<file path="src/rtl/fab_pipe_reg_pkg.sv">
// Shared definitions for the FAB execute-path pipeline register: bus widths,
// the per-stage command, lane slicing helpers and the issue-order compare.
package fab_pipe_reg_pkg;

  localparam int FAB_PC_W      = 32;
  localparam int FAB_CTRL_W    = 72;
  localparam int FAB_TAG_MAX_W = 8;

  // What every register stage does on the coming edge.
  typedef enum logic [1:0] {
    STG_LOAD  = 2'd0,
    STG_HOLD  = 2'd1,
    STG_FLUSH = 2'd2
  } stg_cmd_e;

  // Tag width for a given lane count; a single lane still carries one bit.
  function automatic int tag_width(input int lanes);
    return (lanes > 1) ? $clog2(lanes) : 1;
  endfunction

  // Bit offset of a lane's field inside a flat lane-packed bus.
  function automatic int lane_lsb(input int lane, input int field_w);
    return lane * field_w;
  endfunction

  // Smaller tag is older, so "younger" is a plain unsigned greater-than.
  function automatic logic tag_younger(input logic [FAB_TAG_MAX_W-1:0] num,
                                       input logic [FAB_TAG_MAX_W-1:0] br_num);
    return num > br_num;
  endfunction

  // Flush beats stall; reset is handled inside the stages themselves.
  function automatic stg_cmd_e stage_cmd(input logic flush, input logic stop);
    if (flush)     return STG_FLUSH;
    else if (stop) return STG_HOLD;
    else           return STG_LOAD;
  endfunction

endpackage

</file>
<file path="src/rtl/fab_pipe_reg_stage.sv">
// One LANES-wide register stage: per-lane valid plus pc/npc/ctrl/tag payload.
// Flush only drops the valids; payload is left as-is because consumers only
// look at payload on valid lanes.
module fab_pipe_stage
  import fab_pipe_reg_pkg::*;
#(
  parameter int LANES  = 2,
  parameter int NUM_W  = 1,
  parameter int PC_W   = FAB_PC_W,
  parameter int CTRL_W = FAB_CTRL_W
) (
  input  logic                    clk,
  input  logic                    rst,
  input  stg_cmd_e                cmd,
  input  logic [LANES-1:0]        d_valid,
  input  logic [LANES*NUM_W-1:0]  d_num,
  input  logic [LANES*PC_W-1:0]   d_pc,
  input  logic [LANES*PC_W-1:0]   d_npc,
  input  logic [LANES*CTRL_W-1:0] d_ctrl,
  output logic [LANES-1:0]        q_valid,
  output logic [LANES*NUM_W-1:0]  q_num,
  output logic [LANES*PC_W-1:0]   q_pc,
  output logic [LANES*PC_W-1:0]   q_npc,
  output logic [LANES*CTRL_W-1:0] q_ctrl
);

  // Stage register: reset clears everything, otherwise load / hold / flush.
  always_ff @(posedge clk) begin
    if (rst) begin
      q_valid <= '0;
      q_num   <= '0;
      q_pc    <= '0;
      q_npc   <= '0;
      q_ctrl  <= '0;
    end else begin
      unique case (cmd)
        STG_LOAD: begin
          q_valid <= d_valid;
          q_num   <= d_num;
          q_pc    <= d_pc;
          q_npc   <= d_npc;
          q_ctrl  <= d_ctrl;
        end
        STG_FLUSH: begin
          q_valid <= '0;
        end
        default: begin
        end
      endcase
    end
  end

endmodule

</file>
<file path="src/rtl/fab_pipe_reg.sv">
// Multi-lane pipeline register for the FAB execute path. DEPTH identical
// stages in a chain; stage0 input gets same-group wrong-path kill, and a
// saturating counter records cycles spent stalled with live output.
module fab_pipe_reg
  import fab_pipe_reg_pkg::*;
#(
  parameter int LANES  = 2,
  parameter int DEPTH  = 1,
  parameter int PC_W   = FAB_PC_W,
  parameter int CTRL_W = FAB_CTRL_W,
  parameter int NUM_W  = tag_width(LANES),
  parameter int CNT_W  = 16
) (
  input  logic                    clk,
  input  logic                    rst,
  input  logic                    stop,
  input  logic                    flush,
  input  logic [LANES-1:0]        in_valid,
  input  logic [LANES*NUM_W-1:0]  in_num,
  input  logic [LANES*PC_W-1:0]   in_pc,
  input  logic [LANES*PC_W-1:0]   in_npc,
  input  logic [LANES*CTRL_W-1:0] in_ctrl,
  input  logic                    br_valid,
  input  logic [NUM_W-1:0]        br_num,
  output logic [LANES-1:0]        out_valid,
  output logic [LANES*NUM_W-1:0]  out_num,
  output logic [LANES*PC_W-1:0]   out_pc,
  output logic [LANES*PC_W-1:0]   out_npc,
  output logic [LANES*CTRL_W-1:0] out_ctrl,
  output logic [CNT_W-1:0]        stall_cnt
);

  // Index 0 is the (kill-adjusted) chain input, index k+1 the output of stage k.
  logic [LANES-1:0]        stg_valid [DEPTH+1];
  logic [LANES*NUM_W-1:0]  stg_num   [DEPTH+1];
  logic [LANES*PC_W-1:0]   stg_pc    [DEPTH+1];
  logic [LANES*PC_W-1:0]   stg_npc   [DEPTH+1];
  logic [LANES*CTRL_W-1:0] stg_ctrl  [DEPTH+1];

  stg_cmd_e         stg_cmd;
  logic [LANES-1:0] kill_valid;
  logic             dup_tag;

  assign stg_cmd = stage_cmd(flush, stop);

  // Wrong-path kill: a taken branch drops every younger lane of its own group.
  always_comb begin
    kill_valid = in_valid;
    if (br_valid) begin
      for (int i = 0; i < LANES; i++) begin
        if (tag_younger(FAB_TAG_MAX_W'(in_num[lane_lsb(i, NUM_W) +: NUM_W]),
                        FAB_TAG_MAX_W'(br_num))) begin
          kill_valid[i] = 1'b0;
        end
      end
    end
  end

  assign stg_valid[0] = kill_valid;
  assign stg_num[0]   = in_num;
  assign stg_pc[0]    = in_pc;
  assign stg_npc[0]   = in_npc;
  assign stg_ctrl[0]  = in_ctrl;

  for (genvar k = 0; k < DEPTH; k++) begin : g_stage
    fab_pipe_stage #(
      .LANES  (LANES),
      .NUM_W  (NUM_W),
      .PC_W   (PC_W),
      .CTRL_W (CTRL_W)
    ) u_stage (
      .clk     (clk),
      .rst     (rst),
      .cmd     (stg_cmd),
      .d_valid (stg_valid[k]),
      .d_num   (stg_num[k]),
      .d_pc    (stg_pc[k]),
      .d_npc   (stg_npc[k]),
      .d_ctrl  (stg_ctrl[k]),
      .q_valid (stg_valid[k+1]),
      .q_num   (stg_num[k+1]),
      .q_pc    (stg_pc[k+1]),
      .q_npc   (stg_npc[k+1]),
      .q_ctrl  (stg_ctrl[k+1])
    );
  end

  assign out_valid = stg_valid[DEPTH];
  assign out_num   = stg_num[DEPTH];
  assign out_pc    = stg_pc[DEPTH];
  assign out_npc   = stg_npc[DEPTH];
  assign out_ctrl  = stg_ctrl[DEPTH];

  // Stall counter: counts only stalls that actually block live output; sticks at max.
  always_ff @(posedge clk) begin
    if (rst) begin
      stall_cnt <= '0;
    end else if (stop && !flush && (|out_valid) && (stall_cnt != {CNT_W{1'b1}})) begin
      stall_cnt <= stall_cnt + 1'b1;
    end
  end

  // Duplicate order tags among valid lanes break the kill ordering; flag them.
  always_comb begin
    dup_tag = 1'b0;
    for (int i = 0; i < LANES; i++) begin
      for (int j = i + 1; j < LANES; j++) begin
        if (in_valid[i] && in_valid[j] &&
            (in_num[lane_lsb(i, NUM_W) +: NUM_W] == in_num[lane_lsb(j, NUM_W) +: NUM_W])) begin
          dup_tag = 1'b1;
        end
      end
    end
  end

  a_no_dup_tag : assert property (@(posedge clk) disable iff (rst)
                                  (!stop && !flush) |-> !dup_tag);

endmodule

</file>
<file path="config.mk">
export PLATFORM = sky130hd
export DESIGN_NAME = fab_pipe_reg
export DESIGN_NICKNAME = d
export VERILOG_FILES = /design/src/rtl/fab_pipe_reg_pkg.sv /design/src/rtl/fab_pipe_reg_stage.sv /design/src/rtl/fab_pipe_reg.sv
export SDC_FILE = /design/constraint.sdc
export NUM_CORES = 1
export LEC_CHECK = 0
export ABC_AREA = 1
export CAP_MARGIN = 20
export CELL_PAD_IN_SITES_DETAIL_PLACEMENT = 2
export CELL_PAD_IN_SITES_GLOBAL_PLACEMENT = 2
export CORE_AREA = 2 2 231 233
export CTS_BUF_LIST = sky130_fd_sc_hd__clkbuf_16
export CTS_CLUSTER_DIAMETER = 60
export DETAILED_ROUTE_END_ITERATION = 6
export DIE_AREA = 0 0 233 235
export PLACE_DENSITY_LB_ADDON = 0.3
export SLEW_MARGIN = 20
export SYNTH_ARGS = -nofsm -noshare
export SYNTH_HDL_FRONTEND = slang
export SYNTH_SLANG_ARGS = --single-unit
</file>
<file path="constraint.sdc">
create_clock -name clk -period 1.7 [get_ports clk]
set_clock_uncertainty 0.2 [all_clocks]
set_input_delay 0.255 -clock clk [delete_from_list [all_inputs] [get_ports clk]]
set_output_delay 0.255 -clock clk [all_outputs]
set_load 0.05 [all_outputs]
</file>
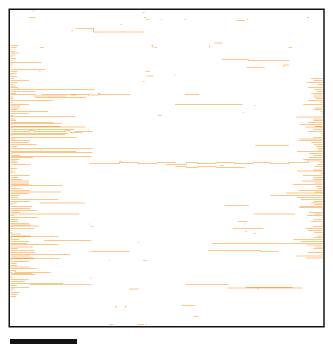
*Signal wires on met3, run 1*
Bar = 50 µm.
wire length on this layer = 4,110 µm
main direction = horizontal
met3 usage: 6.286%
Total Wirelength: 49,950 µm
DR vias: 11,529

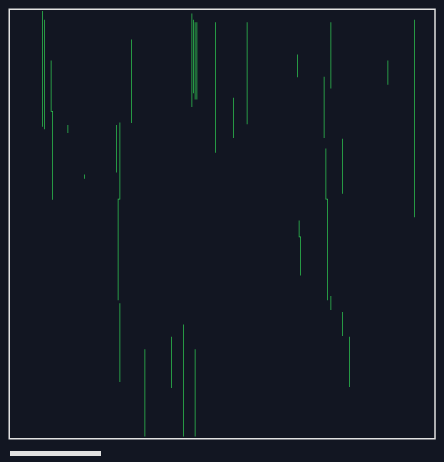
*Signal wires on met4, run 1*
Bar = 50 µm.
main direction = vertical
longest straight run = 108 µm
nets with wire on the layer = 21
wire length on this layer = 1,320 µm

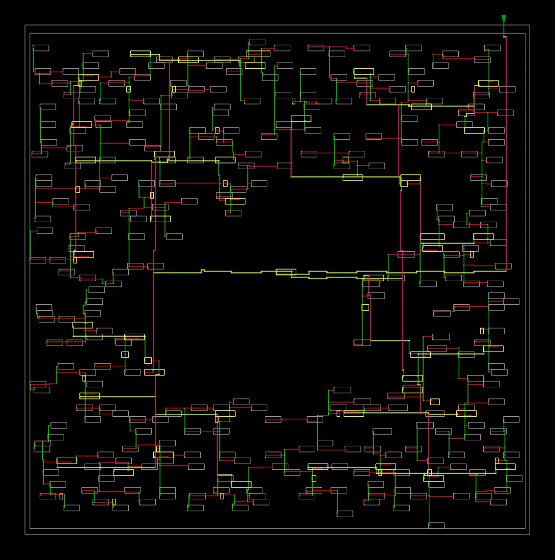
*Clock wiring as the flow saved it, run 1*
TritonCTS buffer count: 40
P_clk: 7970 µW

==> changes_impl.md, run 1 <==
### Metrics

- Main kind of combinational logic by area: simple AND/OR/NAND/NOR gates
- Flip-flops with a built-in enable: 0
- WL/cell: 18.78 µm
- RSZ-0062 raised after global routing: true
- Seq power: roughly 7600 µW
- Share of cells above drive strength 1: 23.08%
- Largest registers: g_stage.u_stage.q_ctrl: 144 flops, g_stage.u_stage.q_npc: 64 flops, g_stage.u_stage.q_pc: 64 flops
- Register area share after synthesis: a little under three fifths
- Number of well taps: just under 700
- Clk_lat worst skew: between 500 and 600 ps
- First-pass GRT wire length: 74,600 µm
- H-Tree Depth: 2
- Worst path bufs/invs: 2
- Reg2reg setup slack: roughly 60 ps
- R2r worst-path depth: 6
- # clk buffers: 41
- Initial antenna violation count: 3
- Inverter count: 15
- Worst path cell trace: buf_4 > buf_12
- DP Area: ~18,000 µm²
- MI comb area: 4128 µm²
- Die Width: roughly 230 µm
- Gr busiest metal: met2
- Die height: between 200 and 250 µm
- Fmax: roughly 0.61 GHz
- Final core utilization: 36.19%
- Hold Path Depth: 3
- First-pass DRT Iterations: 4
- Grt met1 use: roughly 18%
- CTS tree: done
- Flop pwr share: between 30% and 40%
- Worst EP arrival: between 1000 and 1500 ps
- Comb power frac: between 20% and 30%
- Iteration-0 DRC Markers: approximately 340
- Aoi/oai-family share of the synthesized area: between 10% and 20%
- Yosys xor share: 0%
- N_diodes: 1
- End point of the critical path: stall_cnt[1]
- Seq/total area: roughly 31%
- Logic share of the area: 21.84%
- Root Buffer: clkbuf_16
- Most common library cells after synthesis: 588 x nor2_1, 292 x dfxtp_1, 274 x o21ai_0
- FA/HA/MAJ Cells, Area Fraction: less than 1%
- Met3 WL: between 4000 and 5000 µm
- # fillers: roughly 6,000
- Flops after synth: just under 300
- Antenna viol nets, final: 0
- Area of all placed cells without fillers: 18,900 µm²
- I/O pin count: 574
- Hold path start: in_npc[14]
- Design Power: 19,710 µW
- Core Box Area: approximately 52,000 µm²
- Cell Count, Final, Fillers Out: 2,660
- RePlAce Congestion: 0.7787
- Primary FF master, synth: dfxtp_1
- Async set-reset flop share out of synthesis: 0%
- Biggest register: g_stage.u_stage.q_ctrl
- Total placed cells including tap cells: ~2,600
- Routing usage on met2: between 30 and 40%
- Most frequent cell after synthesis: nor2_1
- MUX area fraction: 0%
- Floorplan core density: around 20%
- Hold Buf Count CTS: 0
- Tool Warnings: 27
- Leakage Power: slightly above 0.008 µW
- Post-synth top area cell: dfxtp_1
- Global route overflow: 0
- Hold/Removal Path Class: in -> reg
- Non-clk buf share: between 30% and 40%
- Min cycle time layout: 1650 ps
- Relative slew slack: about four fifths
- Critical path startpoint category: flip-flop
- Net load switching power: a little over 6000 µW
- Post-Syn Area per Cell: 7.671 µm²
- Max clock buf depth: 3
- Nets@finish: 2,224
- Critical path's top delay family: flip-flops
- Status: completed
- Top cells, area: dfxtp_1 56%, nor2_1 21%, o21ai_0 13%
- Vias in the first global route: about 13,000
- HPWL after DPL: between 30,000 and 40,000 µm
- Reg2reg end: stall_cnt[3]$_SDFFE_PP0P_
- Biggest consumer: clock
- Worst Max-Slew Pin Slew: ~320 ps
- Final Hold Vio Count: 0
### Met2 routing, run 1

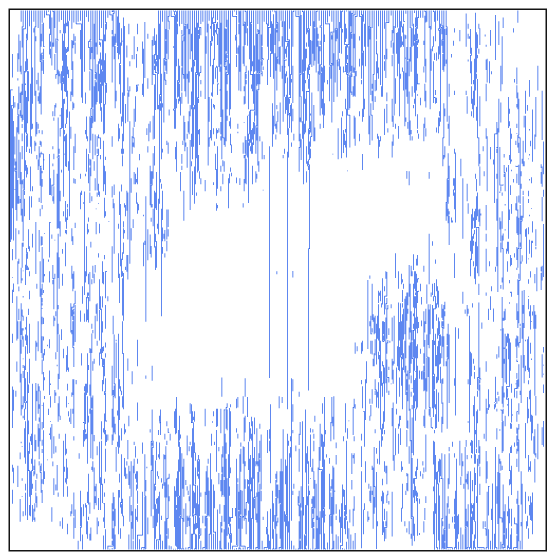

==> inputs of run 2 (changes only) <==
--- a/config.mk
+++ b/config.mk
@@ -10,12 +10,13 @@
 export CELL_PAD_IN_SITES_DETAIL_PLACEMENT = 2
 export CELL_PAD_IN_SITES_GLOBAL_PLACEMENT = 2
 export CORE_AREA = 2 2 231 233
-export CTS_BUF_LIST = sky130_fd_sc_hd__clkbuf_16
+export CTS_BUF_LIST = sky130_fd_sc_hd__clkbuf_2
 export CTS_CLUSTER_DIAMETER = 60
 export DETAILED_ROUTE_END_ITERATION = 6
 export DIE_AREA = 0 0 233 235
+export GPL_ROUTABILITY_DRIVEN = 0
 export PLACE_DENSITY_LB_ADDON = 0.3
-export SLEW_MARGIN = 20
+export SLEW_MARGIN = 0
 export SYNTH_ARGS = -nofsm -noshare
 export SYNTH_HDL_FRONTEND = slang
 export SYNTH_SLANG_ARGS = --single-unit
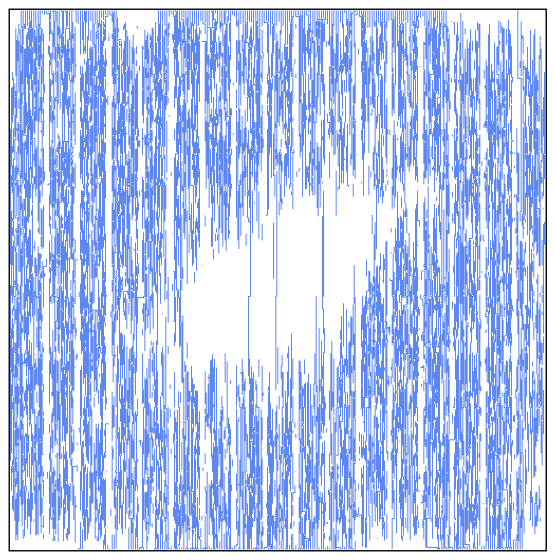
*Met2 routing, run 2*
nets with wire on the layer = 2,785
wire length on this layer = 56.8 mm
longest straight run = 67.7 µm
share of all routed wire = 53%
main direction = vertical
DR vias: 16,407
routing usage on met2: 63.09%
Total Wirelength: 106,400 µm

==> run 2 against run 1 <==
Effect of this change:
- the flow now finishes with violations (hold timing, setup timing)
- sequential share of layout area shrank 7.3 points
- clock power shrank 11%
- area after synthesis is the same
- global-route usage grew 15 points
- hold slack lost 140 ps
- flip-flop count is the same
- final area grew 42%
- critical endpoint is now g_stage[0].u_stage.q_npc[11]$_SDFFE_PP0N_
- first-iteration DRC count grew 140%
- die area is the same
- critical path depth grew 8
==> changes_impl.md, run 2 <==
### Metrics

- Most common library cells after synthesis: 588 x nor2_1, 292 x dfxtp_1, 274 x o21ai_0
- Worst path bufs/invs: 7
- P_clk: approximately 7000 µW
- Highest Signal Layer: met5
- Min cycle time layout: 2355 ps
- Levels on crit path: 10
- FA/HA/MAJ Cells, Area Fraction: 0.1207%
- Failing checks: hold timing, setup timing
- Worst path max stage delay: 690 ps
- Top cells, area: dfxtp_1 56%, nor2_1 21%, o21ai_0 13%
- Core Box Area: around 52,000 µm²
- Worst Setup SP: flush
- Yosys Warn Count: 0
- Max Cap Violations: 0
- # clk buffers: around 130
- MI comb area: about 4400 µm²
- Non-clk buf share: between 50% and 60%
- Number of well taps: approximately 690
- Most frequent cell after synthesis: nor2_1
- Nets@finish: around 2,900
- Worst Hold Path EP: g_stage[0].u_stage.q_ctrl[20]$_SDFFE_PP0N_
- Hold/Removal Path Class: in -> reg
- # fillers: between 5,000 and 6,000
- Seq/total area: around a quarter
- Worst setup path category: in -> reg
- CTS tree: done
- Hold Buf Count CTS: 534
- Die Width: approximately 230 µm
- Post-synth top area cell: dfxtp_1
- N_diodes: 19
- Primary FF master, synth: dfxtp_1
- Final Max Tran Viols: 0
- Cell Count, Final, Fillers Out: between 3,000 and 4,000
- Area of all placed cells without fillers: 26,880 µm²
- Status: finished, violations left
- First-pass DRT Iterations: 5
- Vias in the first global route: around 19,000
- Hold Path Depth: 7
- Worst EP arrival: between 3000 and 4000 ps
- Yosys xor share: 0%
- Flop area: 6404 µm²
- Iteration-0 DRC Markers: ~830
- First-pass GRT wire length: between 100,000 and 150,000 µm
- Final core utilization: approximately half
- Leakage Power: ~0.012 µW
- Inverter count: 15
- Critical path's top delay family: buffers and inverters
- Flop pwr share: between 30% and 40%
- Setup_tns: -150,480 ps
- HPWL after DPL: around 37,000 µm
- Slowest-stage cell, CP: dlygate4sd3_1
- Comb power frac: a little under a third
- Clock sink total: approximately 290
- Hold path start: flush
- Worst path cell trace: dlymetal6s2s_1 > nor2_4 > buf_12 > inv_8 > dlygate4sd3_1 > buf_12 > nor2_1 > dlygate4sd3_1 > nor2_1 > dlygate4sd3_1
- Max clock buf depth: 3
- Die height: ~240 µm
- Register area share after synthesis: between 50% and 60%
- Reg2reg setup slack: -450 ps
- Max IR drop VDD: roughly 460 µV
- Clk cell area share: roughly 3.1%
- Worst hold margin: -53.61 ps
- Grt met1 use: a little over a quarter
- Dominant logic cell types in the final layout: 545 x nor2_1, 514 x dlygate4sd3_1, 272 x clkdlybuf4s50_1
- Standard-cell row count: 84
- Logic share of the area: between 10% and 20%
- Post-Syn Area per Cell: around 7.7 µm²
- Pwr per Cell Area: approximately 800 nW/µm²
- Flops after synth: 292
- Seq power: 7840 µW
- Initial antenna violation count: 18
- Gr usage total: 32.19%
- Gr busiest metal: met2
- Metal2 WL: 56,760 µm
- Largest net degree at the start of global routing: ~70
- I/O pin count: 574
- Drc violations: 0
- H-Tree Depth: 3
- Relative slew slack: 54.68%
- DP Area: ~18,000 µm²
- Final WS setup: -655.3 ps
- TritonCTS buffer count: between 80 and 90
- Floorplan core density: 19.84%
- Yosys stat chip area: slightly above 10,000 µm²
- RSZ-0062 raised after global routing: true
- Post-detailed-route via-to-cell ratio: a little under 5
- Met3 usage: 8.665%
- # setup viols final: between 400 and 500
- Most frequent logic cell in the layout: nor2_1
- Share of cells above drive strength 1: a little over a third
- Root Buffer: clkbuf_2
- Final Hold Vio Count: 2
- Biggest consumer: registers
- Flip-flops with a built-in enable: 0
- WL/cell: about 32 µm
- Critical Path End Type: flip-flop
- Clk_lat worst skew: ~1200 ps
- Antenna viol nets, final: 0
- Critical path startpoint category: input port
- R2r worst-path depth: 10
- MUX area fraction: 0%
- Largest registers: g_stage.u_stage.q_ctrl: 144 flops, g_stage.u_stage.q_npc: 64 flops, g_stage.u_stage.q_pc: 64 flops
- Tool Warnings: 29
- Number of logic gates: approximately 950
- Met3 WL: 6930 µm
- Global route overflow: 0
- Total placed cells including tap cells: about 2,600
- Biggest register: g_stage.u_stage.q_ctrl
- Aoi/oai-family share of the synthesized area: between 10% and 20%
- Net load switching power: between 8000 and 9000 µW
- Critical Path Fanout Max: 18
- Nonclk buf count: roughly 1,200
- Main kind of combinational logic by area: simple AND/OR/NAND/NOR gates
- Async set-reset flop share out of synthesis: 0%
- Design Power: 21,520 µW
- Reg2reg end: stall_cnt[14]$_SDFFE_PP0P_
- Fmax: 0.4246 GHz
- End point of the critical path: g_stage[0].u_stage.q_npc[11]$_SDFFE_PP0N_
- Worst Max-Slew Pin Slew: between 600 and 700 ps
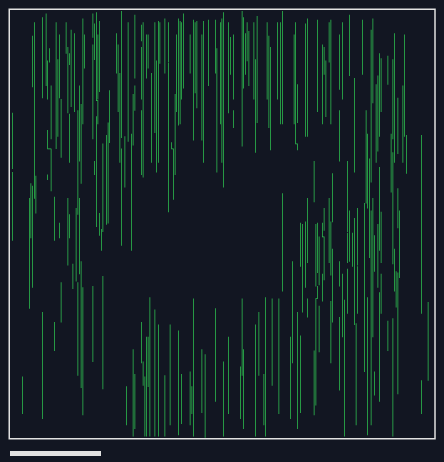
*Signal wires on met4, run 2*
Bar = 50 µm.
nets with wire on the layer = 218
wire length on this layer = 10,200 µm
longest straight run = 118 µm
share of all routed wire = 9.6%

==> inputs of run 3 (changes only) <==
--- a/config.mk
+++ b/config.mk
@@ -6,7 +6,7 @@
 export NUM_CORES = 1
 export LEC_CHECK = 0
 export ABC_AREA = 1
-export CAP_MARGIN = 20
+export CAP_MARGIN = 15
 export CELL_PAD_IN_SITES_DETAIL_PLACEMENT = 2
 export CELL_PAD_IN_SITES_GLOBAL_PLACEMENT = 2
 export CORE_AREA = 2 2 231 233
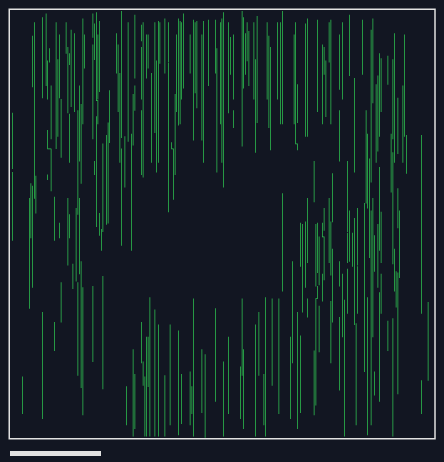
*Signal wires on met4, run 3*
Bar = 50 µm.
longest straight run = 118 µm
nets with wire on the layer = 218
share of all routed wire = 9.6%
wire length on this layer = 10,200 µm

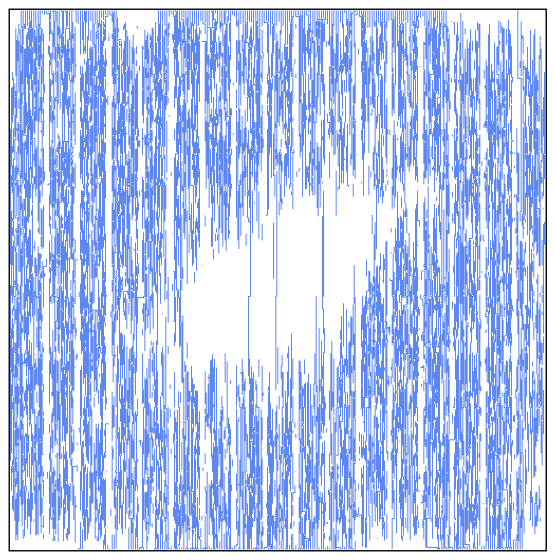
*Met2 routing, run 3*
nets with wire on the layer = 2,785
longest straight run = 67.7 µm
wire length on this layer = 56.8 mm

==> run 3 against run 2 <==
Effect of this change:
- the flow still finishes with violations (hold timing, setup timing)
- cell count unchanged
- highest routed layer unchanged
- sequential share of layout area is the same
- non-clock buffer count did not move
- synthesized cell count did not move
- utilization unchanged
- flip-flop count stayed put
- fmax did not move
- critical endpoint unchanged
- clock power about the same
- hold slack stayed put
==> changes_impl.md, run 3 <==
### Metrics

- Status: finished, violations left
- Failing checks: hold timing, setup timing
- Flip-flops with a built-in enable: 0
- Yosys stat chip area: approximately 10,000 µm²
- CTS tree: done
- Biggest register: g_stage.u_stage.q_ctrl
- Pwr per Cell Area: 800.5 nW/µm²
- Worst Setup SP: flush
- Worst hold margin: -53.61 ps
- Primary FF master, synth: dfxtp_1
- Number of well taps: just under 700
- Levels on crit path: 10
- Clock power share: between 30% and 40%
- Gr busiest metal: met2
- Seq power: a little under 8000 µW
- P_int: between 10,000 and 15,000 µW
- Flop pwr share: between 30% and 40%
- Largest registers: g_stage.u_stage.q_ctrl: 144 flops, g_stage.u_stage.q_npc: 64 flops, g_stage.u_stage.q_pc: 64 flops
- Seq/total area: 23.82%
- Die height: 235 µm
- DP Area: ~18,000 µm²
- Hold/Removal Path Class: in -> reg
- Max Cap Violations: 0
- Slowest-stage cell, CP: dlygate4sd3_1
- Worst path bufs/invs: 7
- # setup viols final: around 500
- Worst path max stage delay: 690 ps
- Leakage Power: ~0.012 µW
- MUX area fraction: 0%
- Max clock buf depth: 3
- RSZ-0062 raised after global routing: true
- Area of all placed cells without fillers: roughly 27,000 µm²
- Top cells, area: dfxtp_1 56%, nor2_1 21%, o21ai_0 13%
- N_diodes: 19
- First-pass GRT wire length: 129,600 µm
- Biggest consumer: registers
- Met3 WL: 6930 µm
- Grt met1 use: between 20% and 30%
- Max IR drop VDD: between 400 and 500 µV
- Flop area: 6404 µm²
- Design Power: around 22,000 µW
- Area share, top type: between 50% and 60%
- H-Tree Depth: 3
- Post-synth top area cell: dfxtp_1
- Post-detailed-route via-to-cell ratio: 4.889
- Global route overflow: 0
- Flops after synth: around 290
- Critical path's top delay family: buffers and inverters
- Fmax: 0.4246 GHz
- Register area share after synthesis: around 56%
- Number of logic gates: 953
- Post-Syn Area per Cell: around 7.7 µm²
- Worst setup path category: in -> reg
- Final Hold Vio Count: 2
- Most frequent cell after synthesis: nor2_1
- Reg2reg setup slack: -450 ps
- Initial antenna violation count: 18
- Min cycle time layout: ~2400 ps
- Dominant logic cell types in the final layout: 545 x nor2_1, 514 x dlygate4sd3_1, 272 x clkdlybuf4s50_1
- Nonclk buf count: around 1,200
- Async set-reset flop share out of synthesis: 0%
- Floorplan core density: between 10% and 20%
- Most common library cells after synthesis: 588 x nor2_1, 292 x dfxtp_1, 274 x o21ai_0
- Antenna viol nets, final: 0
- Setup_tns: -150,480 ps
- MI comb area: approximately 4400 µm²
- Standard-cell row count: 84
- Tool Warnings: 29
- Met3 usage: between 8 and 9%
- Clk_lat worst skew: roughly 1200 ps
- Clk cell area share: between 3 and 4%
- Highest Signal Layer: met5
- Final Max Tran Viols: 0
- P_clk: approximately 7000 µW
- Vias in the first global route: approximately 19,000
- HPWL after DPL: 37,170 µm
- Share of cells above drive strength 1: a little over a third
- Worst Max-Slew Pin Slew: ~680 ps
- Aoi/oai-family share of the synthesized area: between 10% and 20%
- Hold path start: flush
- Total Wirelength: 106,400 µm
- Clock sink total: 292
- Relative slew slack: a little over half
- Iteration-0 DRC Markers: between 800 and 900
- Reg2reg end: stall_cnt[14]$_SDFFE_PP0P_
- Die Width: 233 µm
- Logic share of the area: 16.24%
- Final core utilization: between 50% and 60%
- Worst Hold Path EP: g_stage[0].u_stage.q_ctrl[20]$_SDFFE_PP0N_
- Yosys xor share: 0%
- Gr usage total: 32.19%
- I/O pin count: 574
- Most frequent logic cell in the layout: nor2_1
- Nets@finish: 2,868
- # fillers: between 5,000 and 6,000
- Routing usage on met2: between 60% and 70%
- Critical Path End Type: flip-flop
- First-pass DRT Iterations: 5
- Non-clk buf share: between 50% and 60%
- Metal2 WL: 56,760 µm
- Drc violations: 0
- WL/cell: approximately 32 µm
- Worst EP arrival: about 3200 ps
- Total placed cells including tap cells: roughly 2,600
- End point of the critical path: g_stage[0].u_stage.q_npc[11]$_SDFFE_PP0N_
- Main kind of combinational logic by area: simple AND/OR/NAND/NOR gates
- Core Box Area: 52,240 µm²
- Root Buffer: clkbuf_2
- Largest net degree at the start of global routing: 69
- Final WS setup: -655.3 ps
- Critical Path Fanout Max: 18
- Net load switching power: ~8600 µW
- Inverter count: 15
- FA/HA/MAJ Cells, Area Fraction: 0.1207%
- TritonCTS buffer count: 89
- Cell Count, Final, Fillers Out: ~3,400
- Yosys Warn Count: 0
- Hold Path Depth: 7
- # clk buffers: between 100 and 150
- Worst path cell trace: dlymetal6s2s_1 > nor2_4 > buf_12 > inv_8 > dlygate4sd3_1 > buf_12 > nor2_1 > dlygate4sd3_1 > nor2_1 > dlygate4sd3_1
Power figures rest on the tool's default switching activity, not on a simulated workload.
